### src/rtl/vga_pkg.sv
// Shared VGA constants and helpers.
//   RGB_W            : pixel width {R,G,B}
//   *_DEF            : default 640x480 timing and FIFO depth
//   clog2()          : ceiling log2 for counter/pointer widths
package vga_pkg;

    localparam int unsigned RGB_W          = 24;

    localparam int unsigned H_ACTIVE_DEF   = 640;
    localparam int unsigned H_FP_DEF       = 16;
    localparam int unsigned H_SYNC_DEF     = 96;
    localparam int unsigned H_BP_DEF       = 48;

    localparam int unsigned V_ACTIVE_DEF   = 480;
    localparam int unsigned V_FP_DEF       = 10;
    localparam int unsigned V_SYNC_DEF     = 2;
    localparam int unsigned V_BP_DEF       = 33;

    localparam int unsigned FIFO_DEPTH_DEF = 8;

    // Smallest r with 2**r >= n.
    function automatic int unsigned clog2(input int unsigned n);
        int unsigned r;
        r = 0;
        while ((32'd1 << r) < n) r = r + 1;
        return r;
    endfunction

endpackage

### src/rtl/pixel_fifo.sv
// Circular pixel buffer.
//   clk, rst_n : clock, async active-low reset (empties the buffer)
//   push, din  : write request and data; dropped when full unless a pop happens
//   pop        : read request; ignored when empty (no bypass)
//   dout       : head entry
//   empty/full : registered status
//   count      : occupancy 0..DEPTH
module pixel_fifo
    import vga_pkg::*;
#(
    parameter  int unsigned WIDTH = RGB_W,
    parameter  int unsigned DEPTH = FIFO_DEPTH_DEF,
    localparam int unsigned AW    = clog2(DEPTH),
    localparam int unsigned CW    = clog2(DEPTH + 1)
) (
    input  logic             clk,
    input  logic             rst_n,
    input  logic             push,
    input  logic             pop,
    input  logic [WIDTH-1:0] din,
    output logic [WIDTH-1:0] dout,
    output logic             empty,
    output logic             full,
    output logic [CW-1:0]    count
);

    logic [WIDTH-1:0] mem [DEPTH];
    logic [AW-1:0]    wr_ptr;
    logic [AW-1:0]    rd_ptr;
    logic             do_push;
    logic             do_pop;
    logic [CW-1:0]    count_nxt;

    // A full FIFO still accepts a push when the head leaves in the same cycle.
    always_comb begin
        do_pop    = pop && !empty;
        do_push   = push && (!full || do_pop);
        count_nxt = count + CW'(do_push) - CW'(do_pop);
    end

    assign dout = mem[rd_ptr];

    // Pointers and occupancy; pointers wrap naturally (DEPTH is a power of 2).
    always_ff @(posedge clk or negedge rst_n) begin
        if (!rst_n) begin
            wr_ptr <= '0;
            rd_ptr <= '0;
            count  <= '0;
            empty  <= 1'b1;
            full   <= 1'b0;
        end else begin
            if (do_push) wr_ptr <= wr_ptr + AW'(1);
            if (do_pop)  rd_ptr <= rd_ptr + AW'(1);
            count <= count_nxt;
            empty <= (count_nxt == '0);
            full  <= (count_nxt == CW'(DEPTH));
        end
    end

    // Storage; contents need no reset since the pointers define validity.
    always_ff @(posedge clk) begin
        if (do_push) mem[wr_ptr] <= din;
    end

endmodule

### src/rtl/vga_pixel_sink.sv
// VGA pixel sink: buffers the loader's RGB stream and drives VGA timing.
//   CLK, RESET_N : pixel clock, async active-low reset
//   PIX_IN       : {R,G,B} pixel from the loader
//   PIX_VALID    : PIX_IN written into the FIFO this cycle
//   PIX_REQ      : FIFO has room (loader INTERFACE_EN)
//   RGB          : pixel to the DAC, 0 outside active video
//   HSYNC, VSYNC : active-low syncs
//   DE           : active video
//   UNDERFLOW    : sticky, pixel due while FIFO empty
//   OVERFLOW     : sticky, push dropped because FIFO full
module vga_pixel_sink
    import vga_pkg::*;
#(
    parameter int unsigned H_ACTIVE   = H_ACTIVE_DEF,
    parameter int unsigned H_FP       = H_FP_DEF,
    parameter int unsigned H_SYNC     = H_SYNC_DEF,
    parameter int unsigned H_BP       = H_BP_DEF,
    parameter int unsigned V_ACTIVE   = V_ACTIVE_DEF,
    parameter int unsigned V_FP       = V_FP_DEF,
    parameter int unsigned V_SYNC     = V_SYNC_DEF,
    parameter int unsigned V_BP       = V_BP_DEF,
    parameter int unsigned FIFO_DEPTH = FIFO_DEPTH_DEF
) (
    input  logic             CLK,
    input  logic             RESET_N,
    input  logic [RGB_W-1:0] PIX_IN,
    input  logic             PIX_VALID,
    output logic             PIX_REQ,
    output logic [RGB_W-1:0] RGB,
    output logic             HSYNC,
    output logic             VSYNC,
    output logic             DE,
    output logic             UNDERFLOW,
    output logic             OVERFLOW
);

    localparam int unsigned H_TOTAL = H_ACTIVE + H_FP + H_SYNC + H_BP;
    localparam int unsigned V_TOTAL = V_ACTIVE + V_FP + V_SYNC + V_BP;
    localparam int unsigned HW      = clog2(H_TOTAL);
    localparam int unsigned VW      = clog2(V_TOTAL);
    localparam int unsigned CW      = clog2(FIFO_DEPTH + 1);

    localparam logic [HW-1:0] H_LAST    = HW'(H_TOTAL - 1);
    localparam logic [HW-1:0] H_ACT     = HW'(H_ACTIVE);
    localparam logic [HW-1:0] HS_FIRST  = HW'(H_ACTIVE + H_FP);
    localparam logic [HW-1:0] HS_LAST   = HW'(H_ACTIVE + H_FP + H_SYNC - 1);
    localparam logic [VW-1:0] V_LAST    = VW'(V_TOTAL - 1);
    localparam logic [VW-1:0] V_ACT     = VW'(V_ACTIVE);
    localparam logic [VW-1:0] VS_FIRST  = VW'(V_ACTIVE + V_FP);
    localparam logic [VW-1:0] VS_LAST   = VW'(V_ACTIVE + V_FP + V_SYNC - 1);
    localparam logic [CW-1:0] REQ_LIMIT = CW'(FIFO_DEPTH - 2);

    logic [HW-1:0]    h_cnt;
    logic [VW-1:0]    v_cnt;
    logic             active;
    logic             hs;
    logic             vs;
    logic             pop;
    logic             push_ok;
    logic [CW-1:0]    count_nxt;

    logic [RGB_W-1:0] fifo_dout;
    logic             fifo_empty;
    logic             fifo_full;
    logic [CW-1:0]    fifo_count;

    pixel_fifo #(
        .WIDTH (RGB_W),
        .DEPTH (FIFO_DEPTH)
    ) u_fifo (
        .clk   (CLK),
        .rst_n (RESET_N),
        .push  (PIX_VALID),
        .pop   (pop),
        .din   (PIX_IN),
        .dout  (fifo_dout),
        .empty (fifo_empty),
        .full  (fifo_full),
        .count (fifo_count)
    );

    // Timing decode from the current counters, plus FIFO occupancy look-ahead.
    always_comb begin
        active    = (h_cnt < H_ACT) && (v_cnt < V_ACT);
        hs        = (h_cnt >= HS_FIRST) && (h_cnt <= HS_LAST);
        vs        = (v_cnt >= VS_FIRST) && (v_cnt <= VS_LAST);
        pop       = active && !fifo_empty;
        push_ok   = PIX_VALID && (!fifo_full || pop);
        count_nxt = fifo_count + CW'(push_ok) - CW'(pop);
    end

    // Counters and registered outputs. v_cnt starts on the last back-porch
    // line so the loader gets one line to prefill before the first pixel.
    always_ff @(posedge CLK or negedge RESET_N) begin
        if (!RESET_N) begin
            h_cnt     <= '0;
            v_cnt     <= V_LAST;
            RGB       <= '0;
            HSYNC     <= 1'b1;
            VSYNC     <= 1'b1;
            DE        <= 1'b0;
            PIX_REQ   <= 1'b0;
            UNDERFLOW <= 1'b0;
            OVERFLOW  <= 1'b0;
        end else begin
            if (h_cnt == H_LAST) begin
                h_cnt <= '0;
                v_cnt <= (v_cnt == V_LAST) ? '0 : v_cnt + VW'(1);
            end else begin
                h_cnt <= h_cnt + HW'(1);
            end

            DE    <= active;
            HSYNC <= ~hs;
            VSYNC <= ~vs;
            RGB   <= pop ? fifo_dout : '0;

            if (active && fifo_empty)                UNDERFLOW <= 1'b1;
            if (PIX_VALID && fifo_full && !pop)      OVERFLOW  <= 1'b1;

            // Two spare slots cover the loader's in-flight read.
            PIX_REQ <= (count_nxt < REQ_LIMIT);
        end
    end

endmodule

### config.mk
export PLATFORM = sky130hd
export DESIGN_NAME = vga_pixel_sink
export DESIGN_NICKNAME = d
export VERILOG_FILES = /design/src/rtl/vga_pkg.sv /design/src/rtl/pixel_fifo.sv /design/src/rtl/vga_pixel_sink.sv
export SDC_FILE = /design/constraint.sdc
export NUM_CORES = 1
export LEC_CHECK = 0
export ABC_AREA = 1
export CORE_MARGIN = 1
export CORE_UTILIZATION = 25
export CTS_CLUSTER_DIAMETER = 50
export DETAILED_ROUTE_END_ITERATION = 8
export SYNTH_ARGS = -nofsm -noshare
export SYNTH_HDL_FRONTEND = slang
export SYNTH_SLANG_ARGS = --single-unit
### constraint.sdc
create_clock -name CLK -period 5.45 [get_ports CLK]
set_clock_uncertainty 0.1 [all_clocks]
set_input_delay 0.545 -clock CLK [delete_from_list [all_inputs] [get_ports CLK]]
set_output_delay 0.545 -clock CLK [all_outputs]
set_load 0.02 [all_outputs]
==> impl_results.html, run 1 <==
<h2>Synthesis and place &amp; route</h2>
<table>
<tr><th>Metric</th><th>Value</th></tr>
<tr><th colspan="2">Synth</th></tr>
<tr><td>Synthesized instance count</td><td>823</td></tr>
<tr><td>Count of flip-flops with a built-in enable after synthesis</td><td>192</td></tr>
<tr><td>Distinct lib cells used</td><td>45</td></tr>
<tr><td>Proportion of synthesized flip-flops having asynchronous set or reset</td><td>24.41%</td></tr>
<tr><td>Sequential-to-total area share from yosys stat</td><td>71.50%</td></tr>
<tr><td>Number of nets produced by synthesis</td><td>862</td></tr>
<tr><td>Most frequently used cell type in the post-synthesis netlist</td><td>sky130_fd_sc_hd__edfxtp_1</td></tr>
<tr><td>Synthesis-stage register bit count</td><td>254</td></tr>
<tr><td>Top area cell types</td><td>sky130_fd_sc_hd__edfxtp_1 56%, sky130_fd_sc_hd__dfrtp_1 14%, sky130_fd_sc_hd__nor2_1 6.9%</td></tr>
<tr><td>Synth Cell Area</td><td>10240 um2</td></tr>
<tr><td>Ys cells</td><td>823</td></tr>
<tr><td>Most common library cells after synthesis</td><td>192 x sky130_fd_sc_hd__edfxtp_1, 188 x sky130_fd_sc_hd__nor2_1, 81 x sky130_fd_sc_hd__o21ai_0</td></tr>
<tr><td>Flip-flop cell with the highest count after synthesis</td><td>sky130_fd_sc_hd__edfxtp_1</td></tr>
<tr><td>Library cell with the largest summed area after synthesis</td><td>sky130_fd_sc_hd__edfxtp_1</td></tr>
<tr><td>Average instance area after synthesis</td><td>12.45 um2</td></tr>
<tr><td>Count of synthesis-stage warnings from yosys</td><td>0</td></tr>
<tr><td>Post-synth area from yosys stat</td><td>10240 um2</td></tr>
<tr><td>Area share of the largest cell type after synthesis</td><td>56.28%</td></tr>
<tr><th colspan="2">Worst setup path</th></tr>
<tr><td>FF-to-FF path depth</td><td>12</td></tr>
<tr><td>Critical path depth in cells</td><td>12</td></tr>
<tr><td>Flop-to-flop setup slack</td><td>2.13 ns</td></tr>
<tr><td>Worst setup startpoint</td><td>v_cnt[9]$_DFFE_PN1N_</td></tr>
<tr><td>Startpoint of the worst register-to-register path</td><td>v_cnt[9]$_DFFE_PN1N_</td></tr>
<tr><td>Worst setup path endpoint</td><td>u_fifo.empty$_DFF_PN1_</td></tr>
<tr><td>CP bufs+invs</td><td>4</td></tr>
<tr><td>Worst stage delay on the critical path</td><td>0.60 ns</td></tr>
<tr><td>Cell with the largest stage delay on the worst path</td><td>sky130_fd_sc_hd__nand3_2</td></tr>
<tr><td>Data arrival time at the worst-slack endpoint</td><td>3.69 ns</td></tr>
<tr><td>Kind of start point of the critical path</td><td>flop</td></tr>
<tr><td>Critical path required time</td><td>5.82 ns</td></tr>
<tr><td>Cell mode on critical path</td><td>sky130_fd_sc_hd__inv_1</td></tr>
<tr><td>Cell Chain, Critical Path</td><td>nor2_1 &gt; nand2_2 &gt; nand3_2 &gt; inv_2 &gt; ha_1 &gt; inv_1 &gt; ha_1 &gt; inv_1 &gt; fa_1 &gt; inv_1 &gt; or3_1 &gt; nor2_1</td></tr>
<tr><td>CP delay by family, top</td><td>simple AND/OR/NAND/NOR gates</td></tr>
<tr><td>Worst r2r dst</td><td>u_fifo.empty$_DFF_PN1_</td></tr>
<tr><td>Largest fanout on the critical path</td><td>29</td></tr>
<tr><td>Critical path endpoint category</td><td>flop</td></tr>
<tr><td>Setup CP Type</td><td>flop to flop</td></tr>
<tr><th colspan="2">Clock network</th></tr>
<tr><td>Gates resized, CTS repair</td><td>0</td></tr>
<tr><td>CTS H-tree depth</td><td>1</td></tr>
<tr><td>Hold buffer count at CTS</td><td>0</td></tr>
<tr><td>TritonCTS clock tree</td><td>done</td></tr>
<tr><td>Clock latency of the later-clocked register in the worst-skew pair</td><td>0.55 ns</td></tr>
<tr><td>Setup fix buffers added after clock tree synthesis</td><td>0</td></tr>
<tr><td>Clock tree root buffer cell</td><td>sky130_fd_sc_hd__clkbuf_16</td></tr>
<tr><td>TritonCTS Buffers</td><td>28</td></tr>
<tr><td>Clock-pin slew of the registers on the worst-case setup and hold paths</td><td>0.06 ns</td></tr>
<tr><td>Deepest clock path buffer count</td><td>3</td></tr>
<tr><td>CTS Sinks</td><td>254</td></tr>
<tr><th colspan="2">Cells and area</th></tr>
<tr><td>Synth-to-layout area growth</td><td>18.92%</td></tr>
<tr><td>Top Layout Cells</td><td>192 x sky130_fd_sc_hd__edfxtp_1, 184 x sky130_fd_sc_hd__nor2_1, 81 x sky130_fd_sc_hd__o21ai_0</td></tr>
<tr><td>Share of layout cells above drive strength 1</td><td>10.09%</td></tr>
<tr><td>Total Nets Final</td><td>911</td></tr>
<tr><td>Antenna diodes</td><td>0</td></tr>
<tr><td>Fillcell total</td><td>3996</td></tr>
<tr><td>Area of combinational cells with multiple inputs</td><td>2599 um2</td></tr>
<tr><td>Count of placed standard cells in the final layout, fillers left out</td><td>1417</td></tr>
<tr><td>Most common library cell in the layout ignoring fill and taps</td><td>sky130_fd_sc_hd__edfxtp_1</td></tr>
<tr><th colspan="2">Routing</th></tr>
<tr><td>Ratio of routed vias to standard cells</td><td>4.356</td></tr>
<tr><td>Total DRC errors in the routed layout</td><td>0</td></tr>
<tr><td>DRC violation total after the first TritonRoute iteration</td><td>483</td></tr>
<tr><td>DRT Pass-1 Iters</td><td>5</td></tr>
<tr><td>Final ANT Viol Nets</td><td>0</td></tr>
<tr><th colspan="2">Floorplanning</th></tr>
<tr><td>Top-level port count</td><td>57</td></tr>
<tr><td>Floorplan Utilization</td><td>25.55%</td></tr>
<tr><td>Placeable core region</td><td>40100 um2</td></tr>
<tr><td>Total die size</td><td>41790 um2</td></tr>
<tr><td>Vertical extent of the die</td><td>204.4 um</td></tr>
<tr><td>Chip Width</td><td>204.4 um</td></tr>
<tr><th colspan="2">Place</th></tr>
<tr><td>Post-Place Setup Slack</td><td>2.060 ns</td></tr>
<tr><td>Area of placed instances</td><td>11320 um2</td></tr>
<tr><td>RD Place Congestion</td><td>0.8337</td></tr>
<tr><td># port buffers</td><td>56</td></tr>
<tr><td>Cell total after placement</td><td>1367</td></tr>
<tr><td>HPWL Detailed</td><td>12.60 mm</td></tr>
<tr><th colspan="2">Final timing</th></tr>
<tr><td>Tmin final</td><td>3.319 ns</td></tr>
<tr><td>Fmax</td><td>301.3 MHz</td></tr>
<tr><td>Slew Viols, Final</td><td>0</td></tr>
<tr><td>Smallest setup slack after layout</td><td>2.131 ns</td></tr>
<tr><td>Headroom to the max-slew limit</td><td>27.59%</td></tr>
<tr><td>RSZ-0062 raised after global routing</td><td>no</td></tr>
<tr><td>Hold slack</td><td>0.01705 ns</td></tr>
<tr><td>Final Setup Violations</td><td>0</td></tr>
<tr><td>Hold violation count in the final report</td><td>0</td></tr>
<tr><td>Least-Margin Pin Slew</td><td>1.086 ns</td></tr>
<tr><td>Setup total negative slack</td><td>0 ns</td></tr>
<tr><td>Fraction of the cycle the final worst path needs</td><td>60.90%</td></tr>
<tr><th colspan="2">Global routing</th></tr>
<tr><td>Antenna violations before repair</td><td>0</td></tr>
<tr><td>Number of global-route vias before repair</td><td>6159</td></tr>
<tr><td>Wire length of the first global-routing pass</td><td>34.86 mm</td></tr>
<tr><td>Pin count of the biggest net entering global routing</td><td>98</td></tr>
<tr><td>Overflow after GRT</td><td>0</td></tr>
<tr><th colspan="2">Status</th></tr>
<tr><td>Outcome</td><td>finished, final reports clean</td></tr>
<tr><th colspan="2">Flow run</th></tr>
<tr><td>Number of warnings in the stage logs</td><td>29</td></tr>
<tr><td>Number of maximum-capacitance violations</td><td>0</td></tr>
<tr><th colspan="2">Pwr</th></tr>
<tr><td>Total power after layout</td><td>6.179 mW</td></tr>
<tr><td>Power Density</td><td>507.2 nW/um2</td></tr>
<tr><td>Leak pwr</td><td>4.266 nW</td></tr>
<tr><td>Worst ir drop on vdd</td><td>0.0002990 V</td></tr>
<tr><th colspan="2">Min path</th></tr>
<tr><td>Hold Crit Class</td><td>input port to asynchronous set/reset pin</td></tr>
</table>
==> run 1: kinds of logic (layout without fill, tap and decap cells) <==
family	Yosys count	after routing	share of synthesized area (%)
fa+ha+maj	12	12	1.612
simple gates	295	295	12.67
buf+inv	82	151	3.615
compound gates	167	167	9.491
flops	254	254	71.50
xor+xnor	13	13	1.112
==> run 1: area by class of cell <==
| class | instances | share of cell area (%) |
|---|---|---|
| Multi-Input combinational cell | 487 | 21.33 |
| Sequential cell | 254 | 60.15 |
| Inverter | 42 | 1.315 |
| Clock inverter | 19 | 1.202 |
| Tap cell | 525 | 5.392 |
| Timing Repair Buffer | 59 | 4.766 |
| Clock buffer | 31 | 5.844 |
==> run 1: power breakdown <==
group / internal (mW) / switching, mW
logic: 0.642 / 1.18
registers: 2.41 / 0.192
clock network: 0.995 / 0.767
total: 4.04 / 2.14
==> run 1: routing by layer <==
| layer | track usage [%] | vias up | part of all wire, % |
|---|---|---|---|
| li1 | - | 2986 | - |
| met1 | 14.52 | 3011 | 46 |
| met2 | 17.47 | 144 | 47 |
| met3 | 2.105 | 32 | 4.6 |
| met4 | 2.799 | 0 | 2.1 |
| met5 | 0 | - | 0 |
==> run 1: state kept, by name (all words and copies together) (netlist names) <==
register       count
u_fifo.full        1
PIX_REQ            1
u_fifo.mem       192
RGB               24
HSYNC              1
h_cnt             10
v_cnt             10
u_fifo.wr_ptr      3
u_fifo.count       4
UNDERFLOW          1
u_fifo.rd_ptr      3
DE                 1
OVERFLOW           1
VSYNC              1
u_fifo.empty       1
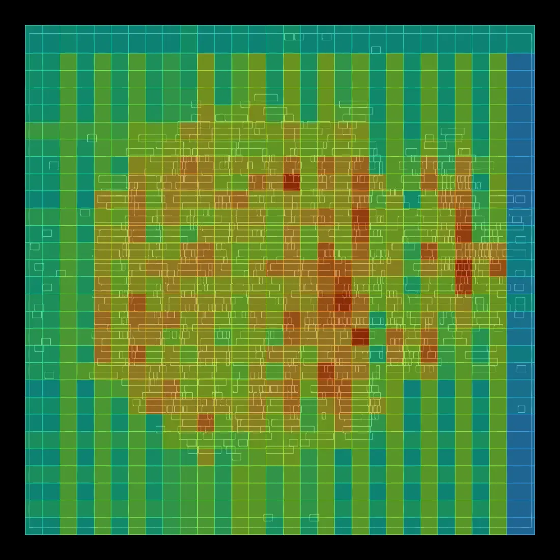
*Track usage over the die, run 1*
utilization of the core after routing: 30.38%
WL per Instance: 15.48 um
met3 Usage GRT: 2.105%
met1 demand-to-capacity share in global routing: 14.52%

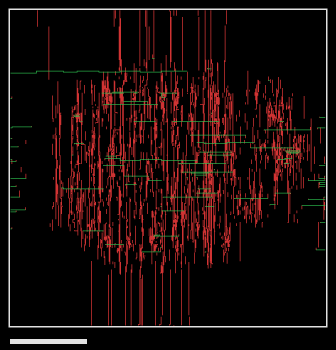
*Wiring by layer, run 1*
Bar = 50 um. Two of the layers only.
| colour | layer | wire length |
|---|---|---|
| green | met3 | 1010 um |
| red | met2 | 10300 um |
Total Wirelength: 21.94 mm
DR vias: 6173
overall track demand over capacity in global routing: 10.73%

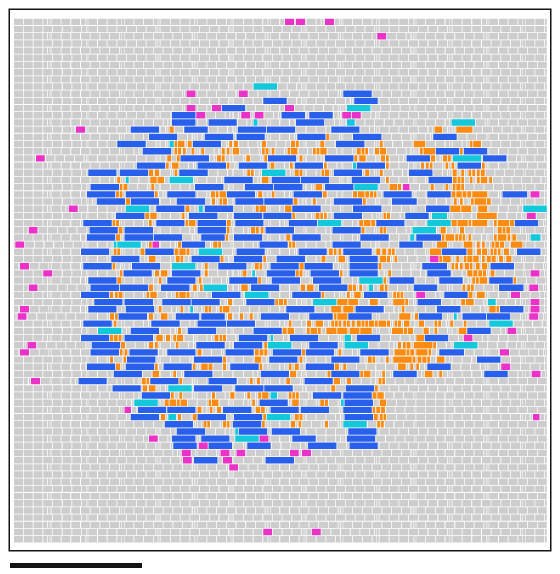
*Cell classes on the final placement, run 1*
Bar = 50 um. Fill, decap, tap and diode cells in grey.
| colour | class | cells | share of their area |
|---|---|---|---|
| magenta | other buffers and delay cells | 59 | 5.0% |
| blue | flip-flops | 254 | 64% |
| orange | all other logic | 529 | 24% |
| cyan | clock drivers and dummy loads | 50 | 7.4% |
final design instance area without fill: 12180 um2
number of core rows: 73

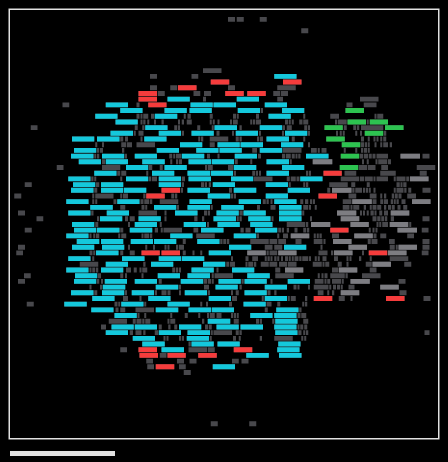
*Sequential cells grouped by signal name, run 1*
Bar = 50 um. Other sequential cells in the stronger grey, the rest of the logic in the fainter grey.
| colour | signal | placed flops |
|---|---|---|
| cyan | `u_fifo.mem` | 192 |
| red | `RGB` | 24 |
| green | `h_cnt` | 10 |
not coloured: 28
register area: 7327 um2
Seq area share: 60.15%

### Cell area per tile, run 1

The die is cut into 20 by 20 equal tiles; black is low, pale yellow is high, 0 to 100% covered.
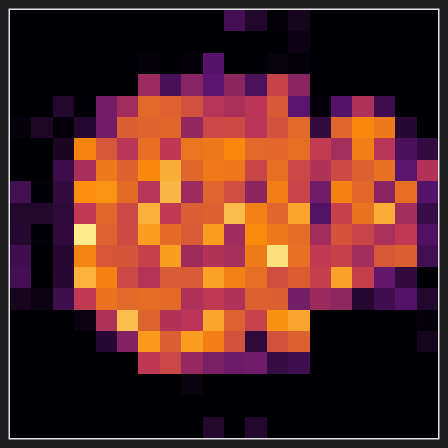

--- run 2 (diff from run 1) ---
clock period = 3.11 ns   (was 5.45 ns; I/O delays follow)
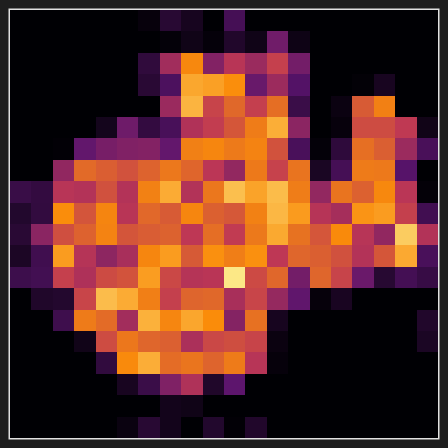
*Cell area per tile, run 2*
The die is cut into 20 by 20 equal tiles; black is low, pale yellow is high, 0 to 100% covered.
densest ninth of the die: centre
tiles over 75% full: 7.2%
emptiest ninth of the die: south-east
mean over tiles: 28%
nearly empty tiles: 40%
utilization of the core after routing: 31.37%
Floorplan Utilization: 25.55%

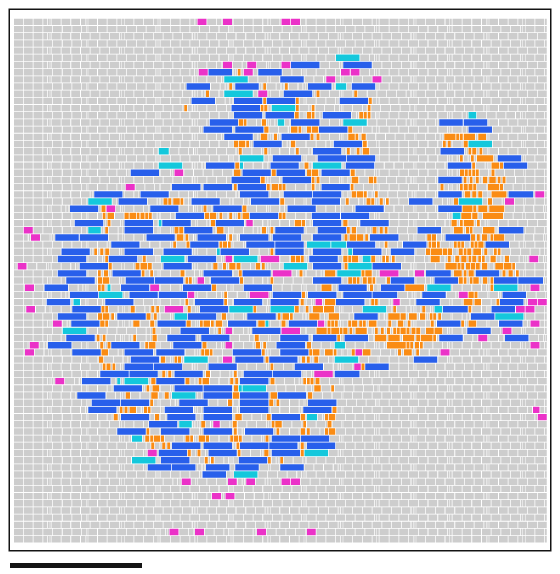
*Cell classes on the final placement, run 2*
Bar = 50 um. Fill, decap, tap and diode cells in grey.
| colour | class | cells | share of their area |
|---|---|---|---|
| orange | all other logic | 529 | 23% |
| cyan | clock drivers and dummy loads | 56 | 8.7% |
| blue | flip-flops | 254 | 61% |
| magenta | other buffers and delay cells | 76 | 6.7% |

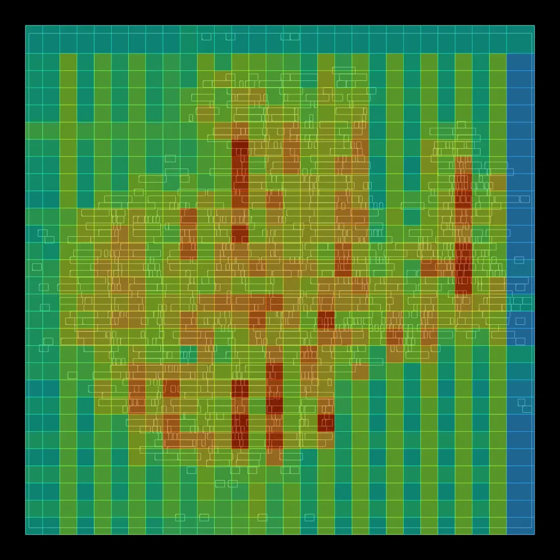
*Track usage over the die, run 2*
WL per Instance: 15.50 um
met3 Usage GRT: 2.073%
met1 demand-to-capacity share in global routing: 14.48%
fraction of met2 tracks used by global routing: 17.85%

==> run 2 against run 1 <==
  * Global-route usage up 0.10 points
  * Combinational power up about 90%
  * Worst setup slack worse by 1.8 ns
  * Register-to-register slack worse by 1.8 ns
  * Clock power up 100%
  * Sequential cell count unchanged
  * Non-clock buffer count up 17
  * Count of clock-buffer cells in the layout up 9
  * Critical path type unchanged
  * Largest cell class unchanged
  * Largest power group unchanged
==> impl_results.html, run 2 <==
<h2>Synthesis and place &amp; route</h2>
<table>
<tr><th>Metric</th><th>Value</th></tr>
<tr><th colspan="2">Clock network</th></tr>
<tr><td>Deepest clock path buffer count</td><td>3 (unchanged)</td></tr>
<tr><td>CTS H-tree depth</td><td>1 (unchanged)</td></tr>
<tr><td>Clock latency of the later-clocked register in the worst-skew pair</td><td>0.55 ns (about the same)</td></tr>
<tr><td>Hold buffer count at CTS</td><td>1 (was 0)</td></tr>
<tr><td>TritonCTS Buffers</td><td>30 (was 28)</td></tr>
<tr><td>CTS Sinks</td><td>254 (unchanged)</td></tr>
<tr><td>Setup fix buffers added after clock tree synthesis</td><td>0 (unchanged)</td></tr>
<tr><td>Clock tree root buffer cell</td><td>sky130_fd_sc_hd__clkbuf_16 (unchanged)</td></tr>
<tr><td>Clock-pin slew of the registers on the worst-case setup and hold paths</td><td>0.06 ns (about the same)</td></tr>
<tr><td>TritonCTS clock tree</td><td>done (unchanged)</td></tr>
<tr><td>Gates resized, CTS repair</td><td>0 (unchanged)</td></tr>
<tr><th colspan="2">Worst setup path</th></tr>
<tr><td>Critical path endpoint category</td><td>flop (unchanged)</td></tr>
<tr><td>Data arrival time at the worst-slack endpoint</td><td>3.13 ns (was 3.69 ns)</td></tr>
<tr><td>FF-to-FF path depth</td><td>13 (was 12)</td></tr>
<tr><td>Worst r2r dst</td><td>u_fifo.full$_DFF_PN0_ (was u_fifo.empty$_DFF_PN1_)</td></tr>
<tr><td>Worst setup startpoint</td><td>v_cnt[9]$_DFFE_PN1N_ (unchanged)</td></tr>
<tr><td>Largest fanout on the critical path</td><td>6 (was 29)</td></tr>
<tr><td>Cell Chain, Critical Path</td><td>inv_1 &gt; nand2_1 &gt; nor2_4 &gt; nand3_2 &gt; inv_2 &gt; ha_1 &gt; inv_1 &gt; ha_1 &gt; inv_1 &gt; fa_1 &gt; inv_1 &gt; or3_1 &gt; nor2_1 (was nor2_1 &gt; nand2_2 &gt; nand3_2 &gt; inv_2 &gt; ha_1 &gt; inv_1 &gt; ha_1 &gt; inv_1 &gt; fa_1 &gt; inv_1 &gt; or3_1 &gt; nor2_1)</td></tr>
<tr><td>Worst stage delay on the critical path</td><td>0.57 ns (was 0.60 ns)</td></tr>
<tr><td>Critical path required time</td><td>3.48 ns (was 5.82 ns)</td></tr>
<tr><td>Cell mode on critical path</td><td>sky130_fd_sc_hd__inv_1 (unchanged)</td></tr>
<tr><td>Setup CP Type</td><td>flop to flop (unchanged)</td></tr>
<tr><td>Startpoint of the worst register-to-register path</td><td>v_cnt[9]$_DFFE_PN1N_ (unchanged)</td></tr>
<tr><td>Worst setup path endpoint</td><td>u_fifo.full$_DFF_PN0_ (was u_fifo.empty$_DFF_PN1_)</td></tr>
<tr><td>Kind of start point of the critical path</td><td>flop (unchanged)</td></tr>
<tr><td>Flop-to-flop setup slack</td><td>0.36 ns (was 2.13 ns)</td></tr>
<tr><td>Cell with the largest stage delay on the worst path</td><td>sky130_fd_sc_hd__dfstp_2 (was sky130_fd_sc_hd__nand3_2)</td></tr>
<tr><th colspan="2">Routing</th></tr>
<tr><td>DRC violation total after the first TritonRoute iteration</td><td>334 (was 483)</td></tr>
<tr><td>Total DRC errors in the routed layout</td><td>0 (unchanged)</td></tr>
<tr><td>Total Wirelength</td><td>22.32 mm (was 21.94 mm)</td></tr>
<tr><td>DRT Pass-1 Iters</td><td>4 (was 5)</td></tr>
<tr><td>Final ANT Viol Nets</td><td>0 (unchanged)</td></tr>
<tr><td>Ratio of routed vias to standard cells</td><td>4.358 (was 4.356)</td></tr>
<tr><td>DR vias</td><td>6275 (was 6173)</td></tr>
<tr><th colspan="2">Synth</th></tr>
<tr><td>Proportion of synthesized flip-flops having asynchronous set or reset</td><td>24.41% (unchanged)</td></tr>
<tr><td>Top area cell types</td><td>sky130_fd_sc_hd__edfxtp_1 56%, sky130_fd_sc_hd__dfrtp_1 14%, sky130_fd_sc_hd__nor2_1 6.9% (unchanged)</td></tr>
<tr><td>Distinct lib cells used</td><td>45 (unchanged)</td></tr>
<tr><td>Synthesis-stage register bit count</td><td>254 (unchanged)</td></tr>
<tr><td>Synthesized instance count</td><td>823 (unchanged)</td></tr>
<tr><td>Count of synthesis-stage warnings from yosys</td><td>0 (unchanged)</td></tr>
<tr><td>Area share of the largest cell type after synthesis</td><td>56.28% (unchanged)</td></tr>
<tr><td>Library cell with the largest summed area after synthesis</td><td>sky130_fd_sc_hd__edfxtp_1 (unchanged)</td></tr>
<tr><td>Ys cells</td><td>823 (unchanged)</td></tr>
<tr><td>Most common library cells after synthesis</td><td>192 x sky130_fd_sc_hd__edfxtp_1, 188 x sky130_fd_sc_hd__nor2_1, 81 x sky130_fd_sc_hd__o21ai_0 (unchanged)</td></tr>
<tr><td>Sequential-to-total area share from yosys stat</td><td>71.50% (unchanged)</td></tr>
<tr><td>Flip-flop cell with the highest count after synthesis</td><td>sky130_fd_sc_hd__edfxtp_1 (unchanged)</td></tr>
<tr><td>Synth Cell Area</td><td>10240 um2 (unchanged)</td></tr>
<tr><td>Number of nets produced by synthesis</td><td>862 (unchanged)</td></tr>
<tr><td>Post-synth area from yosys stat</td><td>10240 um2 (unchanged)</td></tr>
<tr><td>Count of flip-flops with a built-in enable after synthesis</td><td>192 (unchanged)</td></tr>
<tr><td>Average instance area after synthesis</td><td>12.45 um2 (unchanged)</td></tr>
<tr><td>Most frequently used cell type in the post-synthesis netlist</td><td>sky130_fd_sc_hd__edfxtp_1 (unchanged)</td></tr>
<tr><th colspan="2">Cells and area</th></tr>
<tr><td>Number of flip-flops in the largest register</td><td>192 (unchanged)</td></tr>
<tr><td>Synth-to-layout area growth</td><td>22.78% (was 18.92%)</td></tr>
<tr><td>Register area</td><td>7327 um2 (unchanged)</td></tr>
<tr><td>Top Layout Cells</td><td>192 x sky130_fd_sc_hd__edfxtp_1, 184 x sky130_fd_sc_hd__nor2_1, 81 x sky130_fd_sc_hd__o21ai_0 (unchanged)</td></tr>
<tr><td>Register name with the most flops</td><td>u_fifo.mem (unchanged)</td></tr>
<tr><td>Area of combinational cells with multiple inputs</td><td>2599 um2 (unchanged)</td></tr>
<tr><td>Antenna diodes</td><td>0 (unchanged)</td></tr>
<tr><td>Most common library cell in the layout ignoring fill and taps</td><td>sky130_fd_sc_hd__edfxtp_1 (unchanged)</td></tr>
<tr><td>Largest registers ranked by flip-flop count</td><td>u_fifo.mem x192, RGB x24 (unchanged)</td></tr>
<tr><td>Share of layout cells above drive strength 1</td><td>12.46% (was 10.09%)</td></tr>
<tr><td>Fillcell total</td><td>3939 (was 3996)</td></tr>
<tr><td>Total Nets Final</td><td>930 (was 911)</td></tr>
<tr><th colspan="2">Final timing</th></tr>
<tr><td>Hold violation count in the final report</td><td>0 (unchanged)</td></tr>
<tr><td>Headroom to the max-slew limit</td><td>33.79% (was 27.59%)</td></tr>
<tr><td>Hold slack</td><td>0.3267 ns (was 0.01705 ns)</td></tr>
<tr><td>Fmax</td><td>363.4 MHz (was 301.3 MHz)</td></tr>
<tr><td>Fraction of the cycle the final worst path needs</td><td>88.49% (was 60.90%)</td></tr>
<tr><td>Final Setup Violations</td><td>0 (unchanged)</td></tr>
<tr><td>Slew Viols, Final</td><td>0 (unchanged)</td></tr>
<tr><td>Least-Margin Pin Slew</td><td>0.9931 ns (was 1.086 ns)</td></tr>
<tr><td>RSZ-0062 raised after global routing</td><td>no (unchanged)</td></tr>
<tr><td>Setup total negative slack</td><td>0 ns (unchanged)</td></tr>
<tr><td>Tmin final</td><td>2.752 ns (was 3.319 ns)</td></tr>
<tr><th colspan="2">Status</th></tr>
<tr><td>Outcome</td><td>finished, final reports clean (unchanged)</td></tr>
<tr><th colspan="2">Floorplanning</th></tr>
<tr><td>Number of core rows</td><td>73 (unchanged)</td></tr>
<tr><td>Placeable core region</td><td>40100 um2 (unchanged)</td></tr>
<tr><td>Top-level port count</td><td>57 (unchanged)</td></tr>
<tr><td>Total die size</td><td>41790 um2 (unchanged)</td></tr>
<tr><td>Vertical extent of the die</td><td>204.4 um (unchanged)</td></tr>
<tr><td>Chip Width</td><td>204.4 um (unchanged)</td></tr>
<tr><th colspan="2">Global routing</th></tr>
<tr><td>Overflow after GRT</td><td>0 (unchanged)</td></tr>
<tr><td>Number of global-route vias before repair</td><td>6210 (was 6159)</td></tr>
<tr><td>Antenna violations before repair</td><td>1 (was 0)</td></tr>
<tr><td>Pin count of the biggest net entering global routing</td><td>98 (unchanged)</td></tr>
<tr><td>Wire length of the first global-routing pass</td><td>35.31 mm (was 34.86 mm)</td></tr>
<tr><td>Overall track demand over capacity in global routing</td><td>10.83% (was 10.73%)</td></tr>
<tr><th colspan="2">Place</th></tr>
<tr><td>RD Place Congestion</td><td>0.8387 (was 0.8337)</td></tr>
<tr><td># port buffers</td><td>56 (unchanged)</td></tr>
<tr><td>HPWL Detailed</td><td>13.48 mm (was 12.60 mm)</td></tr>
<tr><th colspan="2">Flow run</th></tr>
<tr><td>Number of maximum-capacitance violations</td><td>0 (unchanged)</td></tr>
<tr><td>Number of warnings in the stage logs</td><td>29 (unchanged)</td></tr>
<tr><th colspan="2">Pwr</th></tr>
<tr><td>Power Density</td><td>912.3 nW/um2 (was 507.2 nW/um2)</td></tr>
<tr><td>Worst ir drop on vdd</td><td>0.0004568 V (was 0.0002990 V)</td></tr>
<tr><td>Leak pwr</td><td>4.459 nW (was 4.266 nW)</td></tr>
<tr><th colspan="2">Min path</th></tr>
<tr><td>Hold Crit Class</td><td>input port to asynchronous set/reset pin (unchanged)</td></tr>
</table>
run 2: power by group:
group          leakage [nW]  switching, mW  total, mW  internal, mW
Sequential             2.48          0.225       4.44          4.21
Combinational          1.48           2.21       3.46          1.25
Clock                 0.500           1.44       3.58          2.14
run 2: kinds of logic (layout without fill, tap and decap cells):
kind of cell             after synthesis  after routing  share of synthesized area, %
AND/OR/NAND/NOR                      295            295                         12.67
flip-flops                           254            254                         71.50
AND-OR/OR-AND                        167            167                         9.491
buffers and inverters                 82            174                         3.615
XOR/XNOR                              13             13                         1.112
adder cells (fa/ha/maj)               12             12                         1.612
run 2: layout make-up:
class,instances,share of cell area [%]
clock inverters,16,1.731
well taps,525,5.223
repair buffers,76,6.347
inverters,42,1.273
clock buffers,40,6.506
flip-flops and latches,254,58.26
multi-input cells,487,20.66
run 2: layer usage:
metal	wire (um)	track usage, %	vias to the layer above
met1	10190	14.48	3058
met3	1024	2.073	39
li1	-	-	3038
met4	525	2.932	2
met2	10570	17.85	138
met5	17	0	-
run 2: critical path, delay by kind of cell, from the launching register on:
family	cells	cell delay, ns
flip-flops	1	0.57
AND/OR/NAND/NOR	5	0.78
buffers and inverters	5	0.31
adder cells (fa/ha/maj)	3	0.91
run 2: metrics by stage:
step / util (%) / setup WS (ns) / power (mW) / cell area [um2] / instances
after detailed placement: 28.76 / 0.3550 / 8.040 / 11530 / 1383
after global routing: 31.37 / 0.1576 / 12.18 / 12580 / 1440
after CTS: 31.37 / 0.3515 / 11.65 / 12580 / 1440
after floorplan: - / 0.4756 / 6.735 / 10240 / 823
final: 31.37 / 0.3581 / 11.47 / 12580 / 1440
after global placement: 28.76 / 0.3914 / 7.991 / 11530 / 1383
No activity file was given, so power comes from the tool's default toggle rates.
